==> config.mk <==
export PLATFORM = sky130hd
export DESIGN_NAME = demux_rr_ctrl
export DESIGN_NICKNAME = d
export VERILOG_FILES = /design/src/rtl/demux_rr_ctrl.sv
export SDC_FILE = /design/constraint.sdc
export NUM_CORES = 1
export LEC_CHECK = 0
export CAP_MARGIN = 20
export CORE_MARGIN = 1.5
export CORE_UTILIZATION = 25
export CTS_CLUSTER_SIZE = 24
export DETAILED_ROUTE_END_ITERATION = 10
export SYNTH_ARGS = -nofsm -noshare
export SYNTH_HDL_FRONTEND = slang
export SYNTH_SLANG_ARGS = --single-unit
==> constraint.sdc <==
create_clock -name clk -period 2.4 [get_ports clk]
set_clock_uncertainty 0.15 [all_clocks]
set_input_delay 0.24 -clock clk [delete_from_list [all_inputs] [get_ports clk]]
set_output_delay 0.24 -clock clk [all_outputs]
set_load 0.005 [all_outputs]
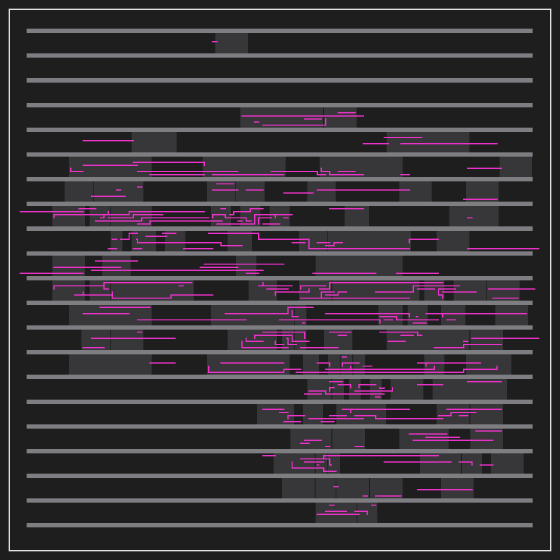
(run_1/met1.png)
Supply wires on this layer in gray. Cells faint in the background.
84 nets have wire on it. The layer holds 48% of the routed length. The layer carries 818 microns of wire.
via count: 597
wirelength, routed: 1700 microns
met1 usage: 13.6%

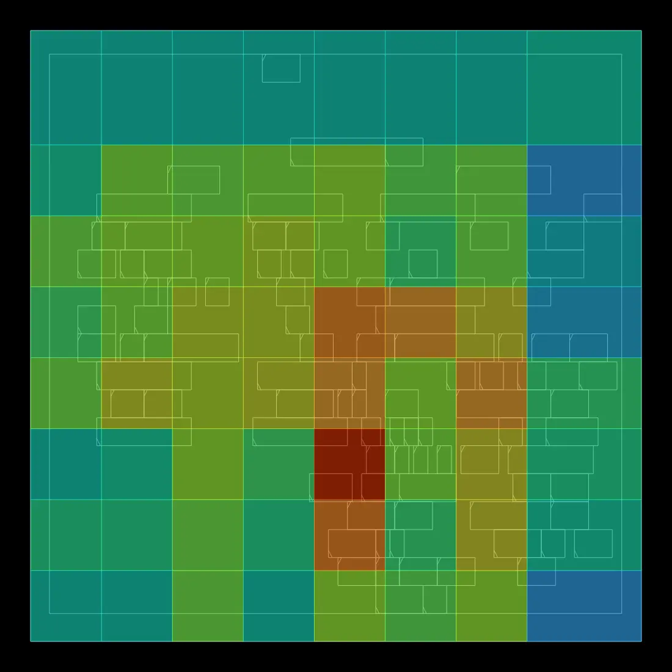
(run_1/final_congestion.png)
Global Route Usage Sum: 10.6%
wire per inst: 12.2 microns

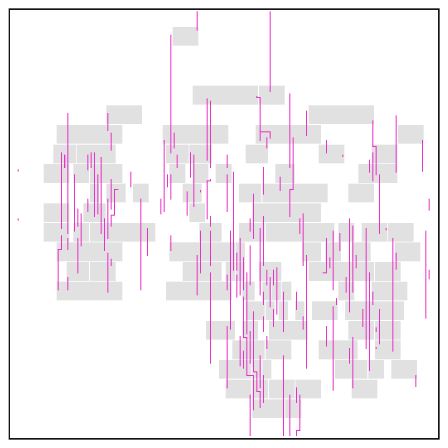
(run_1/met2.png)
Cells faint in the background.
The layer carries 715 microns of wire. 93 nets have wire on it. The layer holds 42% of the routed length.
Global Route met2 Usage: 15.5%

==> out/results.ini, run 1 <==
[power_and_ir_drop]
clock_power_w=0.000173
irDropWorstVdd_uv=424
p_sw_share_pct=34.4
power.group.top=combinational logic
internal_power_w=0.000845

[routing]
ant_nets=0
wl_met3_microns=153
drt_iter0_drc=10
dr.max_layer_used=met4

[clocking]
clock_latency_ns=0.28
cts_max_level=1
postCtsSetupRepairBufs=1
clock_sinks=14
clockBufferDepth=2
cts.repair.resized=1

[floorplanning]
dieArea_sq_um=3530
row_count=20
ios=24
core_area_sq_um=3030

[sta]
slew_headroom_pct=63.1
setup_viol=0
rsz0062_at_grt=no
max_slew.worst_pin.slew_ns=0.551
fin_setup_tns_ns=0
period_minus_slack_ns=2.31
drv_slew=0
holdWs_ns=0.132

[synth]
avgSynthCellArea_sq_um=11.7
ys.flop_type=dfrtp_1
top_area_cell=dfrtp_1
syn_inst=68
ys_async_sr_fraction_pct=100
yosysCellCount=68
netlist_top_cells_count=14 x dfrtp_1, 8 x nand2_1, 6 x xnor2_1

[status]
outcome=complete, no violations

[worst_setup_path]
crit_slowest_cell=mux4_2
required_ns=2.01
timing.reg2reg.setup_slack_ns=0.60
cp.arrival_ns=1.92
reg2reg_depth=4

[global_routing]
grt_pass1_vias=605
grt_antenna_before_repair=0

[min_path]
hp-class=in -> async

[finish]
largest_reg_flops=8
final_cell_area_sq_um=1120
area_growth_pct=40.6
drive_above_1_share_pct=18.9

[placement]
dpl.hpwl_microns=1210
place.gp.congestion=0.701

-- run 1: placed cells by master (no fill, tap or decap) --
master / synthesis / routed
mux2_4: 4 / 4
buf_4: 0 / 2
nand4_1: 5 / 5
a22o_1: 2 / 2
xor2_1: 1 / 1
mux2i_1: 1 / 1
dfrtp_2: 0 / 2
and2b_1: 1 / 1
clkbuf_8: 0 / 1
nand2b_4: 1 / 1
mux4_2: 1 / 1
xnor2_1: 6 / 6
inv_1: 4 / 4
clkdlybuf4s50_1: 0 / 23
a22o_2: 1 / 1
ha_1: 5 / 5
o2bb2ai_2: 1 / 1
mux2_2: 1 / 1
dfrtp_1: 14 / 12
clkbuf_4: 0 / 3
and3_1: 2 / 2
nand2b_1: 1 / 1
o21ai_0: 1 / 1
nand2_1: 8 / 8
nand2_2: 1 / 1
and2_1: 5 / 5
-- run 1: kinds of logic (layout without fill, tap and decap cells) --
family / count (synthesis) / count (layout) / synth area share [%]
xor gates and xnor gates: 7 / 7 / 7.70
buffers and inverters: 6 / 33 / 3.93
AOI/OAI and AO/OA: 5 / 5 / 5.97
muxes: 7 / 7 / 13.1
adders and majority gates: 5 / 5 / 7.86
DFF: 14 / 14 / 44.0
and+or+nand+nor: 24 / 24 / 17.5
-- run 1: area by class of cell --
class / instances / share of cell area (%)
Clock buffer: 4 / 3.24
Inverter: 4 / 1.34
Multi-Input combinational cell: 48 / 37.0
Sequential cell: 14 / 31.5
Tap cell: 44 / 4.92
Timing Repair Buffer: 25 / 21.9
-- run 1: per-stage QoR --
step,util [%],setup WS (ns),power [W],cells
CTS,36.9,0.0734,0.00130,139
global placement,35.4,0.135,0.00109,134
global route,36.9,0.0101,0.00140,139
finish,36.9,0.0870,0.00129,139
detailed placement,35.4,0.124,0.00111,134
floorplan,-,0.686,0.000821,68
==> run_1/registers.png <==
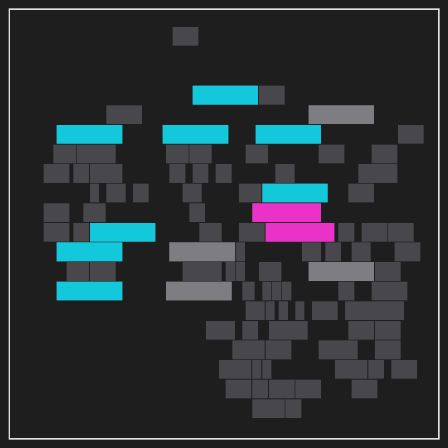

==> run 2, diff against run 1 <==
- clock period: 2.4 -> 2.75 ns (I/O delays scaled with it)
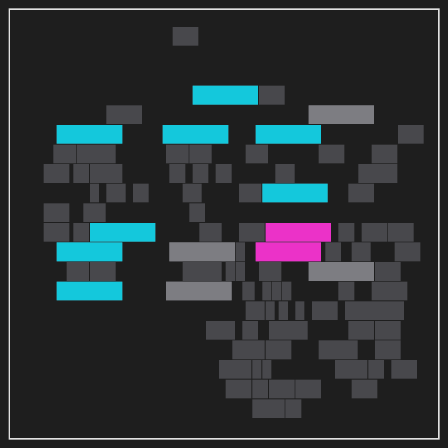
(run_2/registers.png)
dcount: shown in cyan, sequential cells 8. tgt: shown in magenta, sequential cells 2.
Seq. pwr: 0.000407 W
post-layout util: 36.6%
flop share of the area: 31.6%
Register Area: 350 sq um

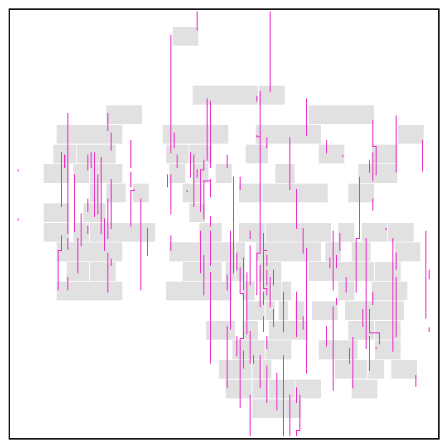
(run_2/met2.png)
Cells faint in the background.
The wires run mostly vertical. 92 nets have wire on it. The layer carries 671 microns of wire. The longest straight run is 22.4 microns. The layer holds 41% of the routed length.
via count: 588
Global Route met2 Usage: 14.6%
wirelength, routed: 1650 microns

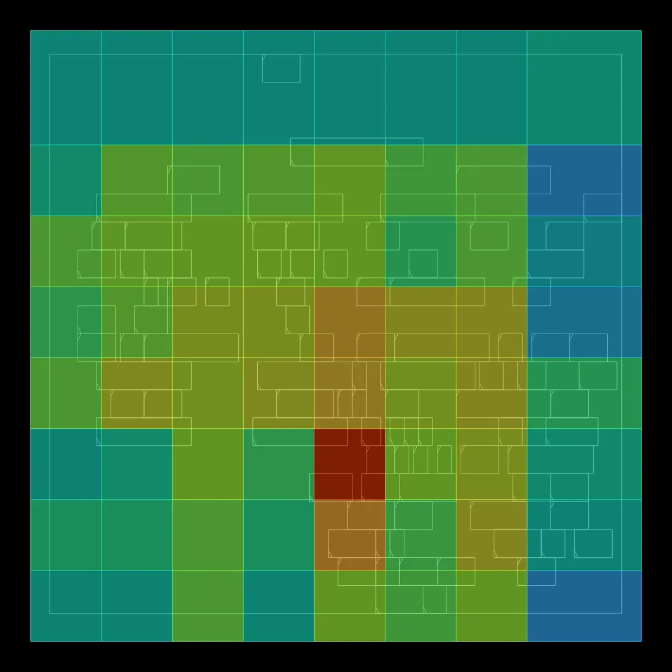
(run_2/final_congestion.png)
met1 usage: 13.7%
met3 Use GR: 5.90%
wire per inst: 11.9 microns
Global Route Usage Sum: 10.4%

==> out/results.ini, run 2 <==
[placement]
place.gp.congestion=0.701  ; unchanged
dpl.hpwl_microns=1210  ; unchanged
place_ws_ns=0.404  ; was 0.124 ns

[sta]
slew_headroom_pct=63.2  ; was 63.1%
rsz0062_at_grt=no  ; unchanged
fin_setup_tns_ns=0  ; unchanged
max_slew.worst_pin.slew_ns=0.548  ; was 0.551 ns
setup_slack_ns=0.266  ; was 0.0870 ns
drv_slew=0  ; unchanged
setup_viol=0  ; unchanged

[min_path]
hp-class=in -> async  ; unchanged

[floorplanning]
row_count=20  ; unchanged
core_area_sq_um=3030  ; unchanged
dieArea_sq_um=3530  ; unchanged
ios=24  ; unchanged

[clocking]
clock_latency_ns=0.27  ; was 0.28 ns
clockBufferDepth=2  ; unchanged
postCtsSetupRepairBufs=0  ; was 1
clock_sinks=14  ; unchanged
cts_max_level=1  ; unchanged

[worst_setup_path]
timing.reg2reg.setup_slack_ns=0.90  ; was 0.60 ns
crit_buf_inv=1  ; unchanged
crit_slowest_cell=mux4_2  ; unchanged
critPathMaxStageDelay_ns=0.53  ; was 0.49 ns
cp.arrival_ns=2.06  ; was 1.92 ns
required_ns=2.33  ; was 2.01 ns
reg2reg_depth=4  ; unchanged

[flow_run]
warnings=29  ; unchanged

[status]
outcome=complete, no violations  ; unchanged

[routing]
ant_nets=0  ; unchanged
drt_iter0_drc=11  ; was 10
via_per_inst=4.26  ; was 4.29

[synth]
syn_inst=68  ; unchanged
netlist_top_cells_count=14 x dfrtp_1, 8 x nand2_1, 6 x xnor2_1  ; unchanged
avgSynthCellArea_sq_um=11.7  ; unchanged
ys_async_sr_fraction_pct=100  ; unchanged
top_area_cell=dfrtp_1  ; unchanged
ys.flop_type=dfrtp_1  ; unchanged

[finish]
area_growth_pct=39.3  ; was 40.6%
layout_top_cell=clkdlybuf4s50_1  ; unchanged
largest_reg_flops=8  ; unchanged
layout_top_cells=23 x clkdlybuf4s50_1, 14 x dfrtp_1, 8 x nand2_1  ; was 23 x clkdlybuf4s50_1, 12 x dfrtp_1, 8 x nand2_1
drive_above_1_share_pct=16.0  ; was 18.9%

[global_routing]
grt_antenna_before_repair=0  ; unchanged
grt_pass1_vias=593  ; was 605
grt_pass1_wl_microns=2750  ; was 2800 microns

[power_and_ir_drop]
p_sw_share_pct=34.2  ; was 34.4%
internal_power_w=0.000725  ; was 0.000845 W

-- run 2: final cells by class --
| type | count | share of cell area, % |
|---|---|---|
| Clock buffer | 4 | 3.27 |
| Tap cell | 44 | 4.97 |
| Sequential cell | 14 | 31.6 |
| Multi-Input combinational cell | 48 | 37.4 |
| Timing Repair Buffer | 24 | 21.4 |
| Inverter | 4 | 1.35 |
-- run 2: metal layers --
metal / vias to the layer above / share of wire [%] / global-route usage [%] / wire length (microns)
li1: 286 / - / - / -
met1: 282 / 50 / 13.7 / 822
met2: 18 / 41 / 14.6 / 670
met3: 2 / 8.6 / 5.90 / 142
met4: 0 / 0.79 / 2.60 / 13
met5: - / 0 / 0 / 0
-- run 2: stage by stage --
step           hold slack [ns]  cell area, sq um  power (W)  cells  utilization, %
6_report                 0.177              1110    0.00110    138            36.6
3_5_place_dp             0.317              1070   0.000965    134            35.4
2_1_floorplan           -0.171               796   0.000717     68               -
3_3_place_gp             0.316              1070   0.000950    134            35.4
4_1_cts                  0.177              1110    0.00112    138            36.6
5_1_grt                  0.189              1110    0.00120    138            36.6
-- run 2: kinds of logic after synthesis --
group / count (synthesis) / synth area share (%)
mux: 7 / 13.1
simple gates: 24 / 17.5
buf+inv: 6 / 3.93
flops: 14 / 44.0
fa+ha+maj: 5 / 7.86
xor+xnor: 7 / 7.70
compound gates: 5 / 5.97
-- run 2: power groups by stage --
stage / Clock, W / Sequential (W) / Combinational, W
after global routing: 0.000174 / 0.000422 / 0.000607
after global placement: 0 / 0.000408 / 0.000542
final: 0.000147 / 0.000407 / 0.000549
after CTS: 0.000154 / 0.000406 / 0.000561
after floorplan: 0 / 0.000377 / 0.000340
after detailed placement: 0 / 0.000409 / 0.000556
Power and IR drop assume default switching activity.
